met2.png
Bar = 20 um.
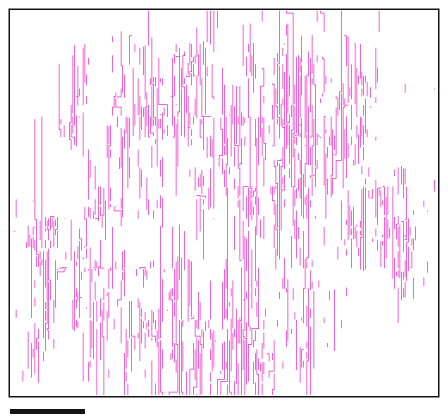
port_nets.png
Bar = 20 um.
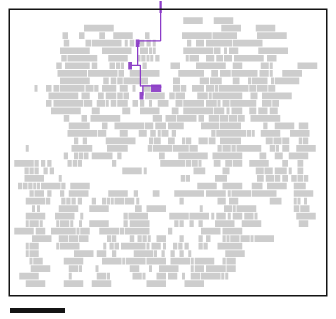
final_placement.png
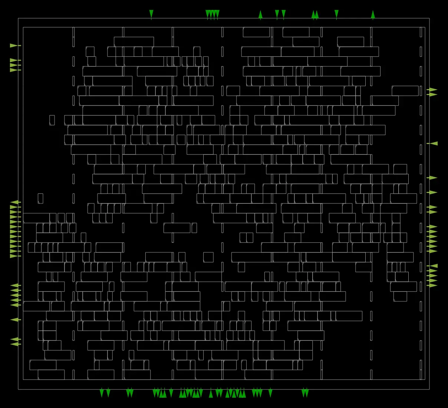
metal_stack.png
Two of the layers only.
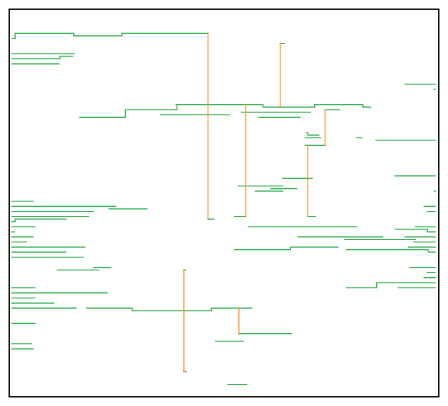
**src/rtl/pe_mcast_feeder_if.sv**
```systemverilog
// Upstream word stream into the multicast feeder.
//   in_valid     : word valid (source -> feeder)
//   in_ready     : feeder can take a word this cycle (feeder -> source)
//   in_data      : signed data word
//   in_tag       : destination tag matched against per-PE IDs
//   in_is_filter : 1 = filter word, 0 = ifmap word
interface pe_mcast_feeder_if #(
    parameter int unsigned BITWIDTH = 16,
    parameter int unsigned ID_WIDTH = 4
);
    logic                in_valid;
    logic                in_ready;
    logic [BITWIDTH-1:0] in_data;
    logic [ID_WIDTH-1:0] in_tag;
    logic                in_is_filter;

    modport master (output in_valid, in_data, in_tag, in_is_filter, input in_ready);
    modport slave  (input in_valid, in_data, in_tag, in_is_filter, output in_ready);
endinterface

```
**src/rtl/pe_mcast_feeder.sv**
```systemverilog
// Multicast feeder: buffers one tagged word from the global buffer and
// delivers it, all-or-nothing, to every enabled PE whose configured ID
// matches the tag. Per-PE, per-kind credit counters cap each ready window
// at BURST words because the PE's ready is registered and may be stale.
//   clk, rstb            : clock, synchronous active-low reset
//   cfg_we/idx/id/en     : per-PE ID / participation config write
//   up (slave)           : upstream valid/ready word stream
//   pe_ready             : per-PE ready
//   ifmap_out/filter_out : shared data buses (registered)
//   ifmap_enable/filter_enable : per-PE one-cycle load strobes (registered)
//   drop_count           : saturating count of words matching no PE
module pe_mcast_feeder #(
    parameter  int unsigned BITWIDTH  = 16,
    parameter  int unsigned NUM_PE    = 4,
    parameter  int unsigned ID_WIDTH  = 4,
    parameter  int unsigned BURST     = 3,
    parameter  int unsigned CNT_WIDTH = 8,
    localparam int unsigned IDX_W     = (NUM_PE > 1) ? $clog2(NUM_PE) : 1
) (
    input  logic                 clk,
    input  logic                 rstb,
    input  logic                 cfg_we,
    input  logic [IDX_W-1:0]     cfg_idx,
    input  logic [ID_WIDTH-1:0]  cfg_id,
    input  logic                 cfg_en,
    pe_mcast_feeder_if.slave     up,
    input  logic [NUM_PE-1:0]    pe_ready,
    output logic [BITWIDTH-1:0]  ifmap_out,
    output logic [BITWIDTH-1:0]  filter_out,
    output logic [NUM_PE-1:0]    ifmap_enable,
    output logic [NUM_PE-1:0]    filter_enable,
    output logic [CNT_WIDTH-1:0] drop_count
);
    localparam int unsigned CRD_W = $clog2(BURST + 1);

    logic [ID_WIDTH-1:0] id_q [NUM_PE];
    logic [NUM_PE-1:0]   en_q;

    logic                buf_valid_q;
    logic [BITWIDTH-1:0] buf_data_q;
    logic [ID_WIDTH-1:0] buf_tag_q;
    logic                buf_kind_q;   // 1 = filter

    logic [CRD_W-1:0]    ifm_sent_q [NUM_PE];
    logic [CRD_W-1:0]    flt_sent_q [NUM_PE];

    logic [NUM_PE-1:0]   mask_c;
    logic [NUM_PE-1:0]   eff_rdy_c;
    logic                fire_c;
    logic                in_ready_c;
    logic                accept_c;

    // Destination mask, credit-qualified ready and handshake decisions
    always_comb begin
        mask_c    = '0;
        eff_rdy_c = '0;
        for (int i = 0; i < NUM_PE; i++) begin
            mask_c[i]    = en_q[i] && (id_q[i] == buf_tag_q);
            eff_rdy_c[i] = pe_ready[i] &&
                           ((buf_kind_q ? flt_sent_q[i] : ifm_sent_q[i]) < CRD_W'(BURST));
        end
        // An empty mask fires unconditionally (drop path)
        fire_c     = buf_valid_q && ((mask_c & ~eff_rdy_c) == '0);
        in_ready_c = rstb && (!buf_valid_q || fire_c);
        accept_c   = up.in_valid && in_ready_c;
    end

    assign up.in_ready = in_ready_c;

    // Buffer, credits, config and registered outputs
    always_ff @(posedge clk) begin
        if (!rstb) begin
            buf_valid_q   <= 1'b0;
            buf_data_q    <= '0;
            buf_tag_q     <= '0;
            buf_kind_q    <= 1'b0;
            en_q          <= '0;
            ifmap_out     <= '0;
            filter_out    <= '0;
            ifmap_enable  <= '0;
            filter_enable <= '0;
            drop_count    <= '0;
            for (int i = 0; i < NUM_PE; i++) begin
                id_q[i]       <= '0;
                ifm_sent_q[i] <= '0;
                flt_sent_q[i] <= '0;
            end
        end else begin
            ifmap_enable  <= '0;
            filter_enable <= '0;

            if (fire_c) begin
                if (mask_c == '0) begin
                    if (drop_count != '1) begin
                        drop_count <= drop_count + CNT_WIDTH'(1);
                    end
                end else if (buf_kind_q) begin
                    filter_enable <= mask_c;
                    filter_out    <= buf_data_q;
                end else begin
                    ifmap_enable  <= mask_c;
                    ifmap_out     <= buf_data_q;
                end
            end

            // Ready low refills the window; fire implies ready high so no conflict
            for (int i = 0; i < NUM_PE; i++) begin
                if (!pe_ready[i]) begin
                    ifm_sent_q[i] <= '0;
                    flt_sent_q[i] <= '0;
                end else if (fire_c && mask_c[i]) begin
                    if (buf_kind_q) begin
                        flt_sent_q[i] <= flt_sent_q[i] + CRD_W'(1);
                    end else begin
                        ifm_sent_q[i] <= ifm_sent_q[i] + CRD_W'(1);
                    end
                end
            end

            for (int i = 0; i < NUM_PE; i++) begin
                if (cfg_we && (cfg_idx == IDX_W'(i))) begin
                    id_q[i] <= cfg_id;
                    en_q[i] <= cfg_en;
                end
            end

            if (accept_c) begin
                buf_valid_q <= 1'b1;
                buf_data_q  <= up.in_data;
                buf_tag_q   <= up.in_tag;
                buf_kind_q  <= up.in_is_filter;
            end else if (fire_c) begin
                buf_valid_q <= 1'b0;
            end
        end
    end
endmodule

```
**src/flat_wrapper.sv**
```systemverilog
// flat-port wrapper written by rule: the top's interface ports become plain ports
module pe_mcast_feeder_flat 
#(
    parameter  int unsigned BITWIDTH  = 16,
    parameter  int unsigned NUM_PE    = 4,
    parameter  int unsigned ID_WIDTH  = 4,
    parameter  int unsigned BURST     = 3,
    parameter  int unsigned CNT_WIDTH = 8,
    localparam int unsigned IDX_W     = (NUM_PE > 1) ? $clog2(NUM_PE) : 1
)
  (clk, rstb, cfg_we, cfg_idx, cfg_id, cfg_en, pe_ready, ifmap_out, filter_out, ifmap_enable, filter_enable, drop_count, up_in_valid, up_in_data, up_in_tag, up_in_is_filter, up_in_ready);
  pe_mcast_feeder_if #(.BITWIDTH(BITWIDTH), .ID_WIDTH(ID_WIDTH)) up_i ();
  input  logic clk;
  input  logic rstb;
  input  logic cfg_we;
  input  logic [IDX_W-1:0] cfg_idx;
  input  logic [ID_WIDTH-1:0] cfg_id;
  input  logic cfg_en;
  input  logic [NUM_PE-1:0] pe_ready;
  output logic [BITWIDTH-1:0] ifmap_out;
  output logic [BITWIDTH-1:0] filter_out;
  output logic [NUM_PE-1:0] ifmap_enable;
  output logic [NUM_PE-1:0] filter_enable;
  output logic [CNT_WIDTH-1:0] drop_count;
  input wire logic [$bits(up_i.in_valid)-1:0] up_in_valid;
  input wire logic [$bits(up_i.in_data)-1:0] up_in_data;
  input wire logic [$bits(up_i.in_tag)-1:0] up_in_tag;
  input wire logic [$bits(up_i.in_is_filter)-1:0] up_in_is_filter;
  output wire logic [$bits(up_i.in_ready)-1:0] up_in_ready;
  assign up_i.in_valid = up_in_valid;
  assign up_i.in_data = up_in_data;
  assign up_i.in_tag = up_in_tag;
  assign up_i.in_is_filter = up_in_is_filter;
  assign up_in_ready = up_i.in_ready;
  pe_mcast_feeder #(.BITWIDTH(BITWIDTH), .NUM_PE(NUM_PE), .ID_WIDTH(ID_WIDTH), .BURST(BURST), .CNT_WIDTH(CNT_WIDTH)) u_core (.clk(clk), .rstb(rstb), .cfg_we(cfg_we), .cfg_idx(cfg_idx), .cfg_id(cfg_id), .cfg_en(cfg_en), .up(up_i), .pe_ready(pe_ready), .ifmap_out(ifmap_out), .filter_out(filter_out), .ifmap_enable(ifmap_enable), .filter_enable(filter_enable), .drop_count(drop_count));
endmodule
```
**config.mk**
```make
export PLATFORM = sky130hd
export DESIGN_NAME = pe_mcast_feeder_flat
export DESIGN_NICKNAME = d
export VERILOG_FILES = /design/src/rtl/pe_mcast_feeder_if.sv /design/src/rtl/pe_mcast_feeder.sv /design/src/flat_wrapper.sv
export SDC_FILE = /design/constraint.sdc
export NUM_CORES = 1
export LEC_CHECK = 0
export CORE_ASPECT_RATIO = 0.9
export CORE_UTILIZATION = 40
export CTS_CLUSTER_SIZE = 24
export DETAILED_ROUTE_END_ITERATION = 8
export DONT_BUFFER_PORTS = 1
export GPL_ROUTABILITY_DRIVEN = 0
export SETUP_SLACK_MARGIN = 0.4
export SYNTH_ARGS = -nofsm -noshare
export SYNTH_HDL_FRONTEND = slang
export SYNTH_SLANG_ARGS = --single-unit
```
**constraint.sdc**
```tcl
create_clock -name clk -period 2.8 [get_ports clk]
set_input_delay 0.42 -clock clk [delete_from_list [all_inputs] [get_ports clk]]
set_output_delay 0.42 -clock clk [all_outputs]
set_load 0.005 [all_outputs]
```
==> flow_metrics.tcl <==
# yosys + openroad results
set metrics [dict create \
    critPathMaxStageDelay_ps 550 \
    place_area_mm2 0.00475 \
    clkPwrFrac_pct 41.9 \
    grt_pass1_wl_um 17300 \
    cts_buffers 9 \
    yosys_cells 464 \
    tightest_slew_ps 732 \
    layout.core_utilization_pct 49.6 \
    cp.buffers_inverters 1 \
    p_int_w 0.00244 \
    cp.arrival_ps 2740 \
    drt_iter0_drc 200 \
    power_frac_seq_pct 52.1 \
    outcome "finished clean" \
    num-nonclk-inverters 11 \
    nets 502 \
    irDropWorstVdd_mv 0.480 \
    p_clk_w 0.00134 \
    power.total_w 0.00320 \
    whs_ps 172 \
    syn-instance-count 464 \
    fp.coreArea_mm2 0.0109 \
    antenna_found_initial 0 \
    cts_resized 18 \
    floorplan.core_util_pct 41.5 \
    ys_sh_aoi_pct 10.5 \
    post_cts_buffers 4 \
    port_buffers 0 \
    clk_latency_ps 360 \
    setup-tns-final_ps 0 \
    leakagePower_nw 1.80 \
    critPathTopFamily "simple AND/OR/NAND/NOR gates" \
    p_sw_share_pct 23.6 \
    slew_headroom_pct 50.7 \
    cts_sinks 106 \
    diodes 0 \
    simple_gate_area_share_pct 20.1 \
    largest_class "registers" \
    synth_cell_type_count 41 \
    buffers 22 \
    flop_cell "dfxtp_1" \
    edf_count 32 \
    antenna_left 0 \
    worstPathCellList "and3_4, a311oi_4, nor3_2, or4_4, buf_12, or3_2, nor3_1" \
    dr.pass1.iters 5 \
    timing.final.ws_setup_ps 266 \
    avgViaCountPerCell 5.54 \
    yosysTopAreaCellShare_pct 32.6 \
    cts_hold_buf 0 \
    nMultiInputCombCells 315 \
    pwr-share-comb_pct 6.0 \
    synth.most_common_cell "dfxtp_1" \
    hp-class "in2reg" \
    final_cell_area_mm2 0.00543 \
    mux_area_share_pct 7.71 \
    rsz0062_at_grt "true" \
    flop_area_mm2 0.00245 \
    syn_nets 501 \
    cp.required_ps 3000 \
    min_period_ps 2530 \
    grt_pass1_vias 3357 \
    hold_viol 0 \
    fmax_ghz 0.395 \
    lay_top_cells "dfxtp_1, nand2_1, mux2i_1, edfxtp_1, nand3_1" \
    drive_gt1_share_pct 19.1 \
    syn_to_final_growth_pct 19.5 \
    finalMaxSlewViolations 0 \
    final_common_cell "dfxtp_1" \
    area_leaders "dfxtp_1, edfxtp_1, mux2i_1" \
    crit_fanout 14 \
    dp_slack_ps 215 \
    slowest_stage "or4_4" \
]
Back to the opening pictures, met2.png:
- main direction: vertical
- nets with wire on the layer: 428
via count: 3,444
total wire length: 11,200 um
GR Util met2: 31.0%

Back to the opening pictures, port_nets.png:
- purple: `cfg_en` (direction input; end cells 4; buffers 0; wire 50.2 um)

Back to the opening pictures, final_placement.png:
Core Rows: 36
fin cells: 622
flip-flops: 106
n_taps: 152

Back to the opening pictures, metal_stack.png:
- green: met3 (wire length 884 um)
- orange: met4 (wire length 159 um)
DR WL/cell: 18.0 um
Overall Global Routing Usage: 19.5%

[worst paths after layout]
kind	to	depth (start not counted)	from	slack [ps]
setup / recovery	u_core.ifm_sent_q[2][0]$_SDFFCE_PN0P_	7	u_core.flt_sent_q[0][4]$_SDFFCE_PN0P_	270
hold / removal	u_core.en_q[0]$_SDFFE_PN0P_	2	cfg_en	170
setup reg to reg	u_core.ifm_sent_q[2][0]$_SDFFCE_PN0P_	7	u_core.flt_sent_q[0][4]$_SDFFCE_PN0P_	270
hold reg to reg	u_core.ifmap_out[7]$_SDFFE_PN0P_	2	u_core.ifmap_out[7]$_SDFFE_PN0P_	480
[per-layer routing]
metal	up-vias	global-route usage, %	wire, um
li1	1663	-	-
met1	1669	24.3	4800
met2	98	31.0	5320
met3	14	7.52	884
met4	0	6.59	159
met5	-	0	0
Power and IR drop assume default switching activity.
